### src/rtl/kb_typematic_fifo_pkg.sv
// Shared constants for the keyboard typematic front-end: FSM encodings,
// ASCII field position and default typematic timings at 50 MHz.
package kb_typematic_fifo_pkg;

    typedef enum logic [1:0] {
        KB_IDLE   = 2'd0,
        KB_DELAY  = 2'd1,
        KB_REPEAT = 2'd2
    } kb_state_t;

    localparam int KB_ASCII_LSB = 0;
    localparam int KB_ASCII_MSB = 7;

    // Clock counts for CLOCK_50
    localparam int MS500 = 25_000_000;
    localparam int MS250 = 12_500_000;
    localparam int MS50  = 2_500_000;

endpackage

### src/rtl/sync_fifo.sv
// Show-ahead synchronous FIFO. Head entry is visible on dout without a pop;
// a push into a full FIFO without a concurrent pop is dropped and flagged.
module sync_fifo #(
    parameter int DATA_W = 16,
    parameter int DEPTH  = 16,
    localparam int CNT_W = $clog2(DEPTH + 1),
    localparam int PTR_W = $clog2(DEPTH)
) (
    input  logic              clk,
    input  logic              rst_n,
    input  logic              push,
    input  logic              pop,
    input  logic [DATA_W-1:0] din,
    output logic [DATA_W-1:0] dout,
    output logic              empty,
    output logic              full,
    output logic [CNT_W-1:0]  count,
    output logic              drop
);

    logic [DATA_W-1:0] mem [DEPTH];
    logic [PTR_W-1:0]  wr_ptr;
    logic [PTR_W-1:0]  rd_ptr;
    logic              do_push;
    logic              do_pop;

    assign empty = (count == '0);
    assign full  = (count == CNT_W'(DEPTH));

    // A pop frees a slot in the same edge, so push into a full FIFO is legal then
    assign do_pop  = pop && !empty;
    assign do_push = push && (!full || do_pop);
    assign drop    = push && full && !do_pop;

    assign dout = empty ? '0 : mem[rd_ptr];

    always_ff @(posedge clk) begin
        if (do_push) begin
            mem[wr_ptr] <= din;
        end
    end

    always_ff @(posedge clk or negedge rst_n) begin
        if (!rst_n) begin
            wr_ptr <= '0;
            rd_ptr <= '0;
            count  <= '0;
        end else begin
            if (do_push) begin
                wr_ptr <= wr_ptr + PTR_W'(1);
            end
            if (do_pop) begin
                rd_ptr <= rd_ptr + PTR_W'(1);
            end
            case ({do_push, do_pop})
                2'b10:   count <= count + CNT_W'(1);
                2'b01:   count <= count - CNT_W'(1);
                default: count <= count;
            endcase
        end
    end

endmodule

### src/rtl/kb_typematic_fifo.sv
// Keyboard event front-end: registers the kb_driver key code, turns it into
// press/auto-repeat events and queues them for the CPU with overflow and irq.
module kb_typematic_fifo
    import kb_typematic_fifo_pkg::*;
#(
    parameter int DATA_W     = 16,
    parameter int DEPTH      = 16,
    parameter int DELAY_CYC  = MS500,
    parameter int REPEAT_CYC = MS50,
    parameter int CNT_W      = $clog2(DEPTH + 1)
) (
    input  logic              clk,
    input  logic              rst_n,
    input  logic [DATA_W-1:0] key_data,
    input  logic              repeat_en,
    input  logic              irq_en,
    input  logic              pop,
    input  logic              clr_ovf,
    output logic [DATA_W-1:0] rd_data,
    output logic              empty,
    output logic              full,
    output logic [CNT_W-1:0]  count,
    output logic              overflow,
    output logic              irq,
    output kb_state_t         dbg_state
);

    localparam int MAX_CYC = (DELAY_CYC > REPEAT_CYC) ? DELAY_CYC : REPEAT_CYC;
    localparam int TMR_W   = $clog2(MAX_CYC + 1);
    localparam logic [TMR_W-1:0] DELAY_LAST  = TMR_W'(DELAY_CYC - 1);
    localparam logic [TMR_W-1:0] REPEAT_LAST = TMR_W'(REPEAT_CYC - 1);

    kb_state_t         state;
    kb_state_t         state_nxt;
    logic [TMR_W-1:0]  timer;
    logic [TMR_W-1:0]  timer_nxt;
    logic [DATA_W-1:0] key_q;
    logic [DATA_W-1:0] held_q;
    logic              key_nz;
    logic              push;
    logic              drop;

    assign key_nz = |key_q[KB_ASCII_MSB:KB_ASCII_LSB];

    always_ff @(posedge clk or negedge rst_n) begin
        if (!rst_n) begin
            key_q  <= '0;
            held_q <= '0;
            state  <= KB_IDLE;
            timer  <= '0;
        end else begin
            key_q <= key_data;
            state <= state_nxt;
            timer <= timer_nxt;
            if (push) begin
                held_q <= key_q;
            end
        end
    end

    // A saturated DELAY timer with repeat disabled waits for repeat_en to return
    always_comb begin
        state_nxt = state;
        timer_nxt = timer;
        push      = 1'b0;
        case (state)
            KB_IDLE: begin
                timer_nxt = '0;
                if (key_nz) begin
                    push      = 1'b1;
                    state_nxt = KB_DELAY;
                end
            end
            KB_DELAY, KB_REPEAT: begin
                if (!key_nz) begin
                    state_nxt = KB_IDLE;
                    timer_nxt = '0;
                end else if (key_q != held_q) begin
                    push      = 1'b1;
                    state_nxt = KB_DELAY;
                    timer_nxt = '0;
                end else if (state == KB_DELAY && timer == DELAY_LAST) begin
                    if (repeat_en) begin
                        push      = 1'b1;
                        state_nxt = KB_REPEAT;
                        timer_nxt = '0;
                    end
                end else if (state == KB_REPEAT && timer == REPEAT_LAST) begin
                    if (repeat_en) begin
                        push      = 1'b1;
                        timer_nxt = '0;
                    end else begin
                        state_nxt = KB_DELAY;
                        timer_nxt = DELAY_LAST;
                    end
                end else begin
                    timer_nxt = timer + TMR_W'(1);
                end
            end
            default: begin
                state_nxt = KB_IDLE;
                timer_nxt = '0;
            end
        endcase
    end

    sync_fifo #(
        .DATA_W (DATA_W),
        .DEPTH  (DEPTH)
    ) u_fifo (
        .clk   (clk),
        .rst_n (rst_n),
        .push  (push),
        .pop   (pop),
        .din   (key_q),
        .dout  (rd_data),
        .empty (empty),
        .full  (full),
        .count (count),
        .drop  (drop)
    );

    // Set wins over a same-cycle clear so no drop goes unreported
    always_ff @(posedge clk or negedge rst_n) begin
        if (!rst_n) begin
            overflow <= 1'b0;
        end else if (drop) begin
            overflow <= 1'b1;
        end else if (clr_ovf) begin
            overflow <= 1'b0;
        end
    end

    assign irq       = irq_en && !empty;
    assign dbg_state = state;

endmodule
### config.mk
export PLATFORM = sky130hd
export DESIGN_NAME = kb_typematic_fifo
export DESIGN_NICKNAME = d
export VERILOG_FILES = /design/src/rtl/kb_typematic_fifo_pkg.sv /design/src/rtl/sync_fifo.sv /design/src/rtl/kb_typematic_fifo.sv
export SDC_FILE = /design/constraint.sdc
export NUM_CORES = 1
export LEC_CHECK = 0
export CAP_MARGIN = 30
export CORE_MARGIN = 1
export CORE_UTILIZATION = 45
export DETAILED_ROUTE_END_ITERATION = 10
export GPL_TIMING_DRIVEN = 0
export PLACE_DENSITY = 0.73
export SETUP_SLACK_MARGIN = 0.02
export SLEW_MARGIN = 25
export SYNTH_ARGS = -nofsm -noshare
export SYNTH_HDL_FRONTEND = slang
export SYNTH_SLANG_ARGS = --single-unit
### constraint.sdc
create_clock -name clk -period 5.1 [get_ports clk]
set_clock_uncertainty 0.05 [all_clocks]
set_input_delay 1.53 -clock clk [delete_from_list [all_inputs] [get_ports clk]]
set_output_delay 1.53 -clock clk [all_outputs]
set_load 0.05 [all_outputs]
### Met1 routing, run 1

Supply wires on this layer in grey.
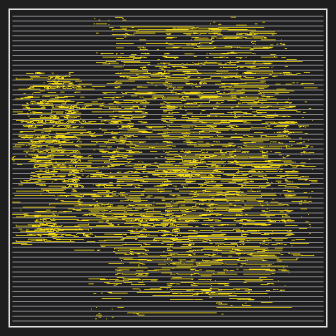
The layer carries 12100 um of wire. The longest straight run is 46.9 um. The layer holds 44% of the routed length. The wires run mostly horizontal.

### Signal wires by layer, run 1

Only two layers are drawn.
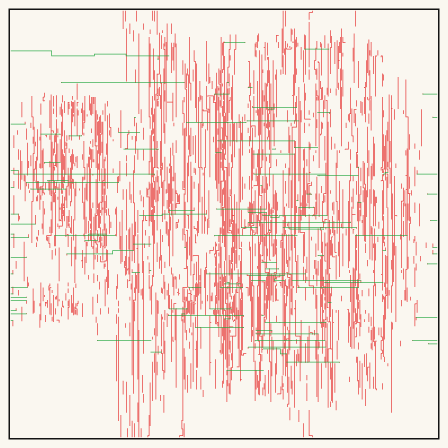
Key: green = metal 3 [wire length 1370 um]; red = metal 2 [wire length 13800 um]

### The clock network, run 1

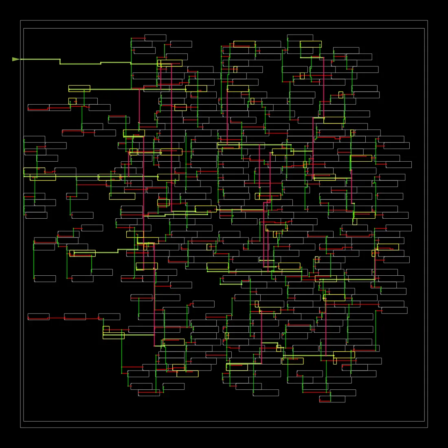
P_clk: 2.42 mW
clock sink total: 329
flip-flops: 329
TritonCTS buffer count: 35

### Zoomed window, run 1

Scale bar: 10 um. Window x 72 to 102, y 72 to 102 um. Cells in grey, sequential cells in the stronger grey; small squares are vias.
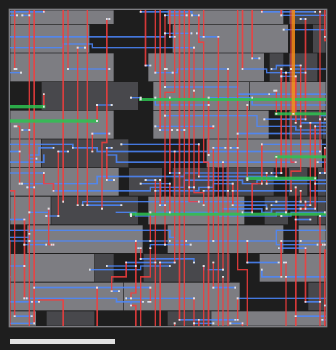
Key: red = metal 2; green = metal 3; blue = metal 1; orange = metal 4
Most frequent: edfxtp_1 (16), mux4_2 (3). Sequential cells in the window: 18. Netlist names of flops here include `u_fifo.mem` (16), `u_fifo.rd_ptr` (2). 36 logic cells have their middle in the window.

==> changes_impl.md, run 1 <==
### Physical design

* Result of the run: finished, final reports clean
* Clock Power Share at about a quarter
* Ys async rst share at about 22%
* Reg power frac at 39.0%
* Largest register by flop count: u_fifo.mem
* Complex Gates by Area at around 2%
* Fin. Hold Viols at 0
* Clk cell area share at ~7%
* Netlist Area Pre-Place at 13430 um^2
* Cell Pwr Density at approximately 580 nW/um^2
* Final Core Density at 54.20%
* Biggest regs: u_fifo.mem (256), timer (25)
* Total power at 9.081 mW
* Non-clk invs at 14
* Number of iterations in the first detailed-routing pass at 5
* First-pass GRT wire length at 42740 um
* M2 GR Usage at 31.46%
* Pleak at approximately 5.4 nW
* Htree depth at 2
* Area growth, synth to finish at 17.06%
[run 1: cell usage after synthesis (6+ instances only)]
cell type	n	share of area, %
xnor2_1	15	0.98
nor3_1	6	0.22
o21ai_0	20	0.75
buf_1	10	0.28
nand3_1	13	0.48
inv_1	14	0.39
nand4_1	11	0.51
nor2_1	39	1.1
nor2b_1	21	0.98
mux2_2	20	1.7
nand2_1	17	0.47
or4_1	7	0.39
xor2_1	31	2.0
clkbuf_1	18	0.50
and3_1	13	0.61
ha_1	14	1.3
nor4_1	8	0.37
mux4_2	80	13
edfxtp_1	256	57
dfrtp_1	73	14
[run 1: worst register-to-register path: cells and delay by family, from the launching register on]
family	cells	cell delay, ps
buf+inv	2	630
simple gates	4	960
fa+ha+maj	2	480
flops	1	790
compound gates	4	1000
xor+xnor	4	540
### Metal 4, run 1

Supply wires on this layer in grey.
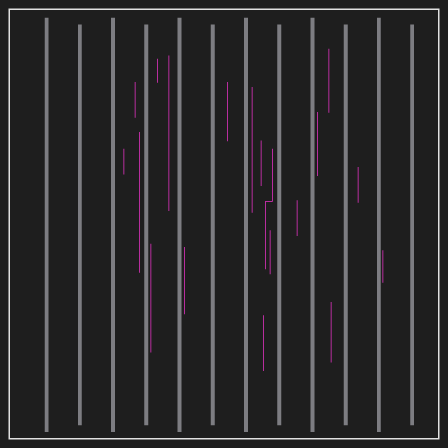

## Run 2: what changed since run 1
CORE_UTILIZATION = 50   (was 45)
PLACE_DENSITY = 0.78   (was 0.73)
### Metal 4, run 2

Supply wires on this layer in grey.
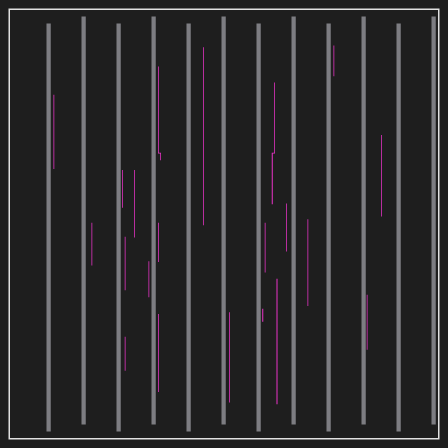
The longest straight run is 68.7 um. The layer carries 553 um of wire. The wires run mostly vertical. The layer holds 2.0% of the routed length.
vias: 7017
Total Wirelength: 27830 um

==> run 2 against run 1 <==
  * The run now ends with design-rule violations left
  * Setup slack better by 14 ps
  * Fmax increased by 0.30%
  * Wire length barely moved
  * Largest cell class unchanged
  * Highest routed layer unchanged
==> changes_impl.md, run 2 <==
### Physical design

* Final Core Density at between 50% and 60%
* Complex Gates by Area at under 10%
* Cell area leaders: edfxtp_1 57%, dfrtp_1 14%, mux4_2 13%
* First-pass GRT wire length at about 43000 um
* Flip-flops at between 300 and 400
* Number of iterations in the first detailed-routing pass at 8
* Post-synth top area cell: edfxtp_1
* Fin. Hold Viols at 0
* Result of the run: finished with violations
* P_clk at 2.43 mW
* Clock sink total at between 300 and 400
* Most common cell in the synthesized netlist: edfxtp_1
* Net Sw Power at 3.021 mW
* TritonCTS buffer count at 34
* Ys async rst share at 22.19%
* # DRC at 4
* M2 GR Usage at between 30% and 40%
* Largest register by flop count: u_fifo.mem
* Cell Pwr Density at 580.2 nW/um^2
* Area growth, synth to finish at 16.43%
* Biggest regs: u_fifo.mem (256), timer (25)
* Reg power frac at around two fifths
* Most frequent cells after synthesis: 256 x edfxtp_1, 80 x mux4_2, 73 x dfrtp_1
* Pleak at between 5 and 6 nW
* Clock Power Share at 26.7%
* Total power at around 9 mW
* Non-clk invs at 14
* Clk cell area share at 6.999%
* Netlist Area Pre-Place at 13430 um^2
* Failing checks: design-rule violations
### Zoomed window, run 2

Scale bar: 10 um. Window x 68 to 98, y 68 to 98 um. Cells in grey, sequential cells in the stronger grey; small squares are vias.
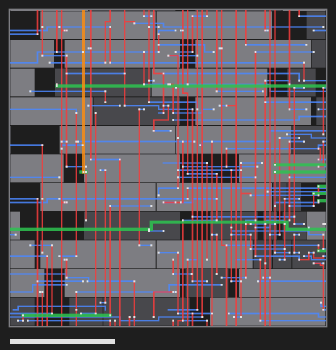
Key: blue = metal 1; green = metal 3; red = metal 2; orange = metal 4
Most frequent: edfxtp_1 (16). 35 logic cells have their middle in the window. Netlist names of flops here include `u_fifo.mem` (16), `u_fifo.rd_ptr` (2). Sequential cells in the window: 18.

==> run 2: netlist changes by cell type in the layout (fill, tap and decap cells not counted), moves of 2 or more <==
cell,change
clkinv_1,-4
clkinvlp_4,+2
buf_8,-2
clkinv_2,-2
clkinv_8,+2
clkbuf_1,+2
==> run 2: what timing repair did <==
action / CTS / global route
gates resized: 49 / 1
setup endpoints to repair: 17 / 1
setup buffers: 0 / 0
==> run 2: path summary, 6_finish.rpt <==
check	from	to	slack (ps)	depth (start not counted)
setup reg to reg	timer[5]	u_fifo.count[4]	630	16
max in group asynchronous	rst_n	timer[9]	3540	2
hold / removal	held_q[14]	held_q[14]	480	1
hold reg to reg	held_q[14]	held_q[14]	480	1
setup / recovery	u_fifo.rd_ptr[0]	rd_data[6]	220	6
min in group asynchronous	rst_n	timer[13]	900	1
Power and IR drop assume default switching activity.
